--- config.mk ---
export PLATFORM = sky130hd
export DESIGN_NAME = sram_word_arbiter
export DESIGN_NICKNAME = d
export VERILOG_FILES = /design/src/rtl/sram_word_arbiter.sv
export SDC_FILE = /design/constraint.sdc
export NUM_CORES = 1
export LEC_CHECK = 0
export CAP_MARGIN = 0
export CORE_ASPECT_RATIO = 0.6
export CORE_MARGIN = 4
export CORE_UTILIZATION = 46
export CTS_BUF_LIST = sky130_fd_sc_hd__clkbuf_8
export DETAILED_ROUTE_END_ITERATION = 10
export GPL_ROUTABILITY_DRIVEN = 1
export PLACE_DENSITY = 0.94
export SYNTH_ARGS = -nofsm -noshare
export SYNTH_HDL_FRONTEND = slang
export SYNTH_SLANG_ARGS = --single-unit
--- constraint.sdc ---
create_clock -name i_clk -period 5.6 [get_ports i_clk]
set_input_delay 0.84 -clock i_clk [delete_from_list [all_inputs] [get_ports i_clk]]
set_output_delay 0.84 -clock i_clk [all_outputs]
set_load 0.05 [all_outputs]
--- src/rtl/sram_word_arbiter.sv ---
// sram_word_arbiter: two-requester arbiter that turns 32-bit word accesses
// into four byte cycles on a 256x8 single-port SRAM macro.
module sram_word_arbiter #(
    parameter int RR = 1
) (
    input  logic        i_clk,
    input  logic        i_rst,
    input  logic        i_req0_cyc,
    input  logic [5:0]  i_req0_adr,
    input  logic        i_req0_we,
    input  logic [3:0]  i_req0_sel,
    input  logic [31:0] i_req0_dat,
    output logic [31:0] o_req0_rdt,
    output logic        o_req0_ack,
    input  logic        i_req1_cyc,
    input  logic [5:0]  i_req1_adr,
    input  logic        i_req1_we,
    input  logic [3:0]  i_req1_sel,
    input  logic [31:0] i_req1_dat,
    output logic [31:0] o_req1_rdt,
    output logic        o_req1_ack,
    output logic        o_sram_cen,
    output logic        o_sram_gwen,
    output logic [7:0]  o_sram_wen,
    output logic [7:0]  o_sram_a,
    output logic [7:0]  o_sram_d,
    input  logic [7:0]  i_sram_q
);

    typedef enum logic [1:0] {ST_IDLE, ST_ACCESS, ST_DRAIN, ST_ACK} state_t;

    state_t      r_state, w_state_next;
    logic [1:0]  r_k, w_k_next;
    logic        r_gnt, w_gnt_next;
    logic        r_last_gnt, w_last_gnt_next;

    // Requester ports gathered into arrays so the datapath can index by port.
    logic [1:0]  w_cyc, w_we;
    logic [5:0]  w_adr [2];
    logic [3:0]  w_sel [2];
    logic [31:0] w_dat [2];

    assign w_cyc    = {i_req1_cyc, i_req0_cyc};
    assign w_we     = {i_req1_we, i_req0_we};
    assign w_adr[0] = i_req0_adr;
    assign w_adr[1] = i_req1_adr;
    assign w_sel[0] = i_req0_sel;
    assign w_sel[1] = i_req1_sel;
    assign w_dat[0] = i_req0_dat;
    assign w_dat[1] = i_req1_dat;

    // Control decided by the FSM each cycle.
    logic        w_drive_en;
    logic        w_drive_port;
    logic [1:0]  w_drive_byte;
    logic        w_cap_en;
    logic [1:0]  w_cap_byte;
    logic [1:0]  w_ack_next;

    // Registered macro drive and acks.
    logic        r_cen, w_cen_next;
    logic        r_gwen, w_gwen_next;
    logic [7:0]  r_wen, w_wen_next;
    logic [7:0]  r_a, w_a_next;
    logic [7:0]  r_d, w_d_next;
    logic [1:0]  r_ack;
    logic [31:0] r_rdt [2];

    // State register: arbitration state, byte counter, grant bookkeeping.
    always_ff @(posedge i_clk) begin
        if (i_rst) begin
            r_state    <= ST_IDLE;
            r_k        <= 2'd0;
            r_gnt      <= 1'b0;
            r_last_gnt <= 1'b1;
        end else begin
            r_state    <= w_state_next;
            r_k        <= w_k_next;
            r_gnt      <= w_gnt_next;
            r_last_gnt <= w_last_gnt_next;
        end
    end

    // Next state: arbitrate in IDLE, then walk four byte slots, drain, ack.
    always_comb begin
        w_state_next    = r_state;
        w_k_next        = r_k;
        w_gnt_next      = r_gnt;
        w_last_gnt_next = r_last_gnt;
        w_drive_en      = 1'b0;
        w_drive_port    = r_gnt;
        w_drive_byte    = 2'd0;
        w_cap_en        = 1'b0;
        w_cap_byte      = 2'd0;
        w_ack_next      = 2'b00;
        case (r_state)
            ST_IDLE: begin
                if (w_cyc != 2'b00) begin
                    if (w_cyc == 2'b01)      w_drive_port = 1'b0;
                    else if (w_cyc == 2'b10) w_drive_port = 1'b1;
                    else if (RR != 0)        w_drive_port = ~r_last_gnt;
                    else                     w_drive_port = 1'b0;
                    w_gnt_next      = w_drive_port;
                    w_last_gnt_next = w_drive_port;
                    w_state_next    = ST_ACCESS;
                    w_k_next        = 2'd0;
                    w_drive_en      = 1'b1;
                    w_drive_byte    = 2'd0;
                end
            end
            ST_ACCESS: begin
                // Macro output for the byte driven last cycle is valid now.
                w_cap_en   = (r_k != 2'd0) && !w_we[r_gnt];
                w_cap_byte = r_k - 2'd1;
                if (r_k == 2'd3) begin
                    w_state_next = ST_DRAIN;
                end else begin
                    w_drive_en   = 1'b1;
                    w_drive_byte = r_k + 2'd1;
                    w_k_next     = r_k + 2'd1;
                end
            end
            ST_DRAIN: begin
                w_cap_en          = !w_we[r_gnt];
                w_cap_byte        = 2'd3;
                w_ack_next[r_gnt] = 1'b1;
                w_state_next      = ST_ACK;
            end
            default: begin
                w_state_next = ST_IDLE;
                w_k_next     = 2'd0;
            end
        endcase
    end

    // Macro drive for the selected byte slot; idle values otherwise.
    always_comb begin
        w_cen_next  = 1'b1;
        w_gwen_next = 1'b1;
        w_wen_next  = 8'hFF;
        w_a_next    = 8'h00;
        w_d_next    = 8'h00;
        if (w_drive_en) begin
            w_a_next = {w_adr[w_drive_port], w_drive_byte};
            w_d_next = w_dat[w_drive_port][{w_drive_byte, 3'b000} +: 8];
            if (!w_we[w_drive_port]) begin
                w_cen_next = 1'b0;
            end else if (w_sel[w_drive_port][w_drive_byte]) begin
                w_cen_next  = 1'b0;
                w_gwen_next = 1'b0;
                w_wen_next  = 8'h00;
            end
        end
    end

    // Output registers for the macro pins and the ack pulses.
    always_ff @(posedge i_clk) begin
        if (i_rst) begin
            r_cen  <= 1'b1;
            r_gwen <= 1'b1;
            r_wen  <= 8'hFF;
            r_a    <= 8'h00;
            r_d    <= 8'h00;
            r_ack  <= 2'b00;
        end else begin
            r_cen  <= w_cen_next;
            r_gwen <= w_gwen_next;
            r_wen  <= w_wen_next;
            r_a    <= w_a_next;
            r_d    <= w_d_next;
            r_ack  <= w_ack_next;
        end
    end

    // Per-port read-data registers; only the granted port's register changes.
    generate
        for (genvar gi = 0; gi < 2; gi++) begin : g_rdt
            always_ff @(posedge i_clk) begin
                if (i_rst) begin
                    r_rdt[gi] <= 32'h0;
                end else if (w_cap_en && (r_gnt == 1'(gi))) begin
                    r_rdt[gi][{w_cap_byte, 3'b000} +: 8] <= i_sram_q;
                end
            end
        end
    endgenerate

    assign o_sram_cen  = r_cen;
    assign o_sram_gwen = r_gwen;
    assign o_sram_wen  = r_wen;
    assign o_sram_a    = r_a;
    assign o_sram_d    = r_d;
    assign o_req0_ack  = r_ack[0];
    assign o_req1_ack  = r_ack[1];
    assign o_req0_rdt  = r_rdt[0];
    assign o_req1_rdt  = r_rdt[1];

endmodule

**Routed clock nets over the placement**

Drawn at 4 px/um.
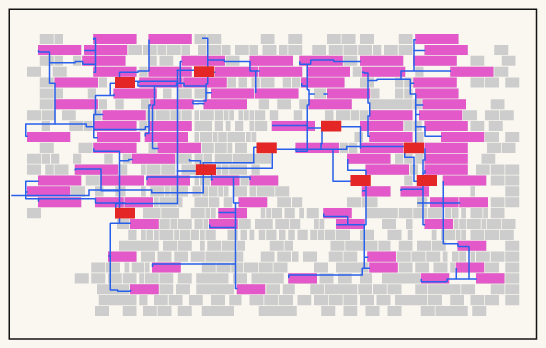
Key: clock wires = blue [length 1000 um]; clock-net drivers = red [count 9]; flip-flops = magenta [count 90]
There are 10 routed clock nets.

**Layout detail**

Window x 51 to 81, y 10 to 40 um. Cells in grey, sequential cells in the stronger grey; small squares are vias.
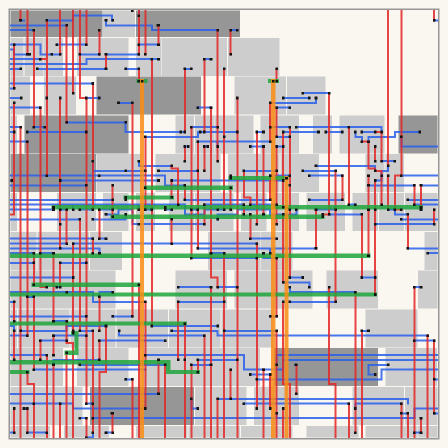
Key: M2 = red; M4 = orange; M1 = blue; M3 = green
Netlist names of flops here include `o_sram_d` (3), `r_ack` (2), `r_k` (2). Sequential cells in the window: 7. 64 logic cells have their middle in the window. Most frequent: clkdlybuf4s50_1 (19), dfxtp_1 (7), inv_1 (5).

**Routed metal per tile**

Drawn at 4 px/um. 26 x 16 tiles, from white (low) to dark blue (high), scaled to the fullest tile. Values are wire area over tile area, all layers added.
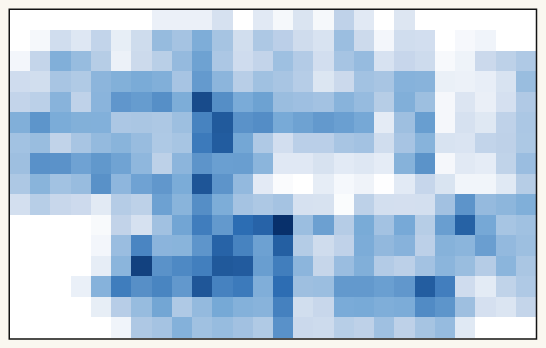
The mean over all tiles is 0.19. The densest ninth of the die: south. 21% of the tiles are over half the peak. 12% of the tiles are nearly empty. The fullest tile reaches 0.58. The emptiest ninth of the die: north-east.

==> ci_impl_report.md <==
### Flow metrics

| Metric | Value |
|---|---|
| Combinational power | `1.01 mW` |
| Worst Setup Start Kind | `input port` |
| Kind of end point of the critical path | `flop` |
| Inverters | `10` |
| Critical path class | `in2reg` |
| Share of layout cells above drive strength 1 | `7.48%` |
| Htree depth | `3` |
| Top area cells in the synthesized netlist | `edfxtp_1 46%, dfxtp_1 12%, and2_1 9.5%` |
| Hold slack | `0.547 ns` |
| Clock-pin slew on the worst setup and hold paths | `0.09 ns` |
| RSZ-0062 raised after global routing | `no` |
| CP top delay family | `AND-OR/OR-AND gates` |
| Setup_tns | `0 ns` |
| Post-synth regs | `approximately 90` |
| # fillers | `573` |
| Post-DP HPWL | `9.76 mm` |
| Antenna Cells | `0` |
| Fp util | `about half` |
| Yosys Warn Count | `0` |
| First-pass GRT wire length | `19.4 mm` |
| DIE AREA | `roughly 11000 um2` |
| CP bufs+invs | `1` |
| Final hold violations | `0` |
| GRT busiest layer | `met2` |
| Synth unique cells | `41` |
| Antenna violations before repair | `0` |
| Critical Path AT | `about 3.3 ns` |
| WL/cell | `20.3 um` |
| Pin count of the biggest net entering global routing | `26` |
| GR Util met3 | `8.69%` |
| Fin crit period | `3.09 ns` |
| Clock power frac | `20.3%` |
| Seq pwr share | `36.0%` |
| Status | `finished clean` |
| CTS tree | `done` |
| Antenna Violating Nets Remaining | `0` |
| Placed Area | `approximately 6100 um2` |
| Peak supply drop | `0.000160 V` |
| Yosys chip area | `4210 um2` |
| Worst path slowest cell | `a32oi_4` |
| Via/cell ratio | `5.43` |
| GP Congestion | `roughly 0.9` |
| CLK BUF | `9` |
| Tap cell count | `112` |
| Psw | `about 0.9 mW` |
| Fmax | `324 MHz` |
| Metal2 WL | `5.93 mm` |
| Power Clock | `0.467 mW` |
| Hold_buf cts | `0` |
| Cells in synth_stat.txt | `320` |
| Rows | `26` |
| Post-Syn Area | `between 4000 and 5000 um2` |
| Vias | `3366` |
| Clock buffer depth | `2` |
| Fraction of area in registers | `38.6%` |
| EDFF count, synth | `between 60 and 70` |
| Vias in the first global route | `3368` |
| Post-Syn Nets | `428` |
| Cycle use final | `about 55%` |
| Cell accounting for the most synthesized area | `edfxtp_1` |
| Gr ovfl total | `0` |
| Gates resized, CTS repair | `0` |
| Finished Layout Cells | `620` |
| Max-Cap Viols | `0` |
| Core area | `between 8000 and 9000 um2` |
| Placed Cells | `604` |
| Met1 Wirelength | `approximately 5.3 mm` |
| Port Buf Inserts | `189` |
| Flip-flops | `90` |
| Clk cell area share | `3.31%` |
| Top Layer Used | `met4` |
| NonClk Buf Share | `30.0%` |
| Worst EP required | `5.85 ns` |
| Root buf cell | `clkbuf_8` |
| Total GRT Usage | `about a quarter` |
| Pwr top | `combinational cells` |
| Worst-path maximum fanout | `25` |
| Cell Pwr Density | `roughly 360 nW/um2` |
| # setup viols final | `0` |
| Synth top area share | `45.7%` |
| Synth Seq Share | `58.1%` |
| Static Leak | `between 2 and 2.5 nW` |
| Die Wd | `131 um` |
| Slew margin rel. | `29.1%` |
| Most frequent cells after synthesis | `64 x and2_1, 64 x edfxtp_1, 26 x dfxtp_1, 23 x nor2_1, 18 x nand2_1` |
| Mapped Avg Cell Area | `between 10 and 15 um2` |
| Signal buffers | `roughly 190` |
| Sequential standard cell area | `2440 um2` |
| OpenROAD warnings | `33` |
| Num CTS Buffers | `9` |
| Logic Gate Count | `202` |
| Crit-path cells | `clkdlybuf4s50_1 > nand2_2 > a32oi_4 > mux4_1 > a22o_1` |
| Routing usage on met2 | `38.5%` |
| IO Pins | `~190` |
| Wire length on met3 | `roughly 1.2 mm` |
| Sink Count | `approximately 90` |
| Drt initial violations | `334` |
| Commonest flop | `edfxtp_1` |
| Worst hold-check path type | `reg2reg` |
| Dominant class by area | `registers` |
| Post-CTS Setup Inserts | `0` |
| Cells after synthesis | `around 320` |
| Total Wirelength | `12.6 mm` |
| Sw Share | `39.1%` |
| Layout net count | `611` |
| Clock Skew | `0.0126 ns` |
| Die Ht | `around 82 um` |
| Final slew viol count | `0` |
| Logic area | `1590 um2` |
| # DRC | `0` |
| First-pass iteration count of the detailed router | `4` |
| Area delta synth->final | `50.3%` |
| Slowest cell delay on critical path | `between 0.8 and 0.9 ns` |
| Combinational share of cell area | `25.2%` |
| Asr flop ratio synth | `0%` |
| Int Power | `~1.4 mW` |
| Sequential power | `0.828 mW` |
| Design Area, Final | `between 6000 and 7000 um2` |
| Worst-Skew Late Latency | `0.36 ns` |
| Combinational power share | `43.7%` |
| Worst-Margin Slew | `1.06 ns` |
**Congestion heat map**

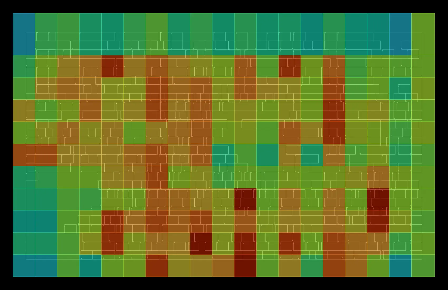
met1 global-route usage: 30.8%
Core Util, Final: 72.5%

**Gate families picked out**

Drawn at 6 px/um.
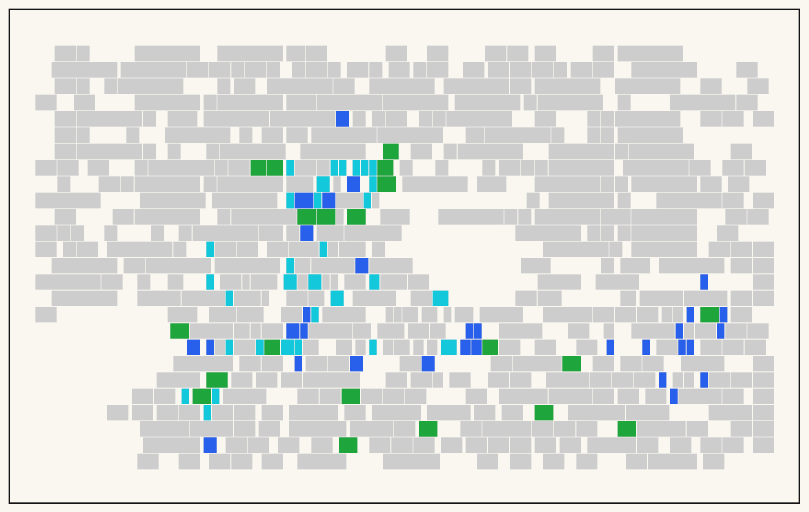
Key: nor cells = cyan [cells 31, most used nor2_1, where centre]; non-inverting ao/oa cells = green [cells 20, most used a22o_1]; nand cells = blue [cells 31, most used nand2_1]

-- final timing paths --
| path | startpoint | cells past startpoint | slack (ns) | to |
|---|---|---|---|---|
| min reg2reg | r_last_gnt$_SDFFE_PP1N_ | 1 | 0.55 | r_last_gnt$_SDFFE_PP1N_ |
| min | r_last_gnt$_SDFFE_PP1N_ | 1 | 0.55 | r_last_gnt$_SDFFE_PP1N_ |
| max reg2reg | r_state[1]$_SDFFE_PP0P_ | 9 | 2.79 | r_rdt[1][23]$_SDFFCE_PN0P_ |
| max | i_req0_cyc | 5 | 2.51 | o_sram_d[0]$_SDFF_PP0_ |
-- cell usage in the layout, fill, tap and decap left out, types with 3 or more instances in the layout --
master and instances:
ha_1 10, edfxtp_1 64, a21o_1 6, clkdlybuf4s50_1 189, nand4_1 3, o21ai_0 5, and2_1 64, clkbuf_8 9
nor2b_1 4, a22o_1 8, nand2b_1 5, mux4_1 5, inv_1 10, a21oi_1 10, a31o_2 4, nand2_1 18
dfxtp_1 26, mux4_2 11, nor2_1 23
-- registers in the layout, indices dropped and copies added, names as in the netlist --
register and cells:
r_rdt 64, o_sram_a 8, o_sram_d 8, r_ack 2, r_k 2, r_state 2
o_sram_cen 1, o_sram_wen 1, r_gnt 1, r_last_gnt 1
-- cell families (layout without fill, tap and decap cells) --
group           Yosys count  in the layout  synth area share (%)
flops                    90             90                  58.1
mux                      18             18                  9.49
simple gates            130            130                  17.0
compound gates           44             44                  8.36
buf+inv                  28            216                  4.05
fa+ha+maj                10             10                  2.98
-- stage by stage --
step,setup WS [ns],utilization (%),power (mW)
finish,2.51,72.5,2.30
global route,2.37,72.5,2.41
CTS,2.52,72.5,2.30
detailed placement,2.12,70.1,1.84
global placement,2.23,70.1,1.81
floorplan,3.31,-,1.56
Power figures rest on the tool's default switching activity, not on a simulated workload.
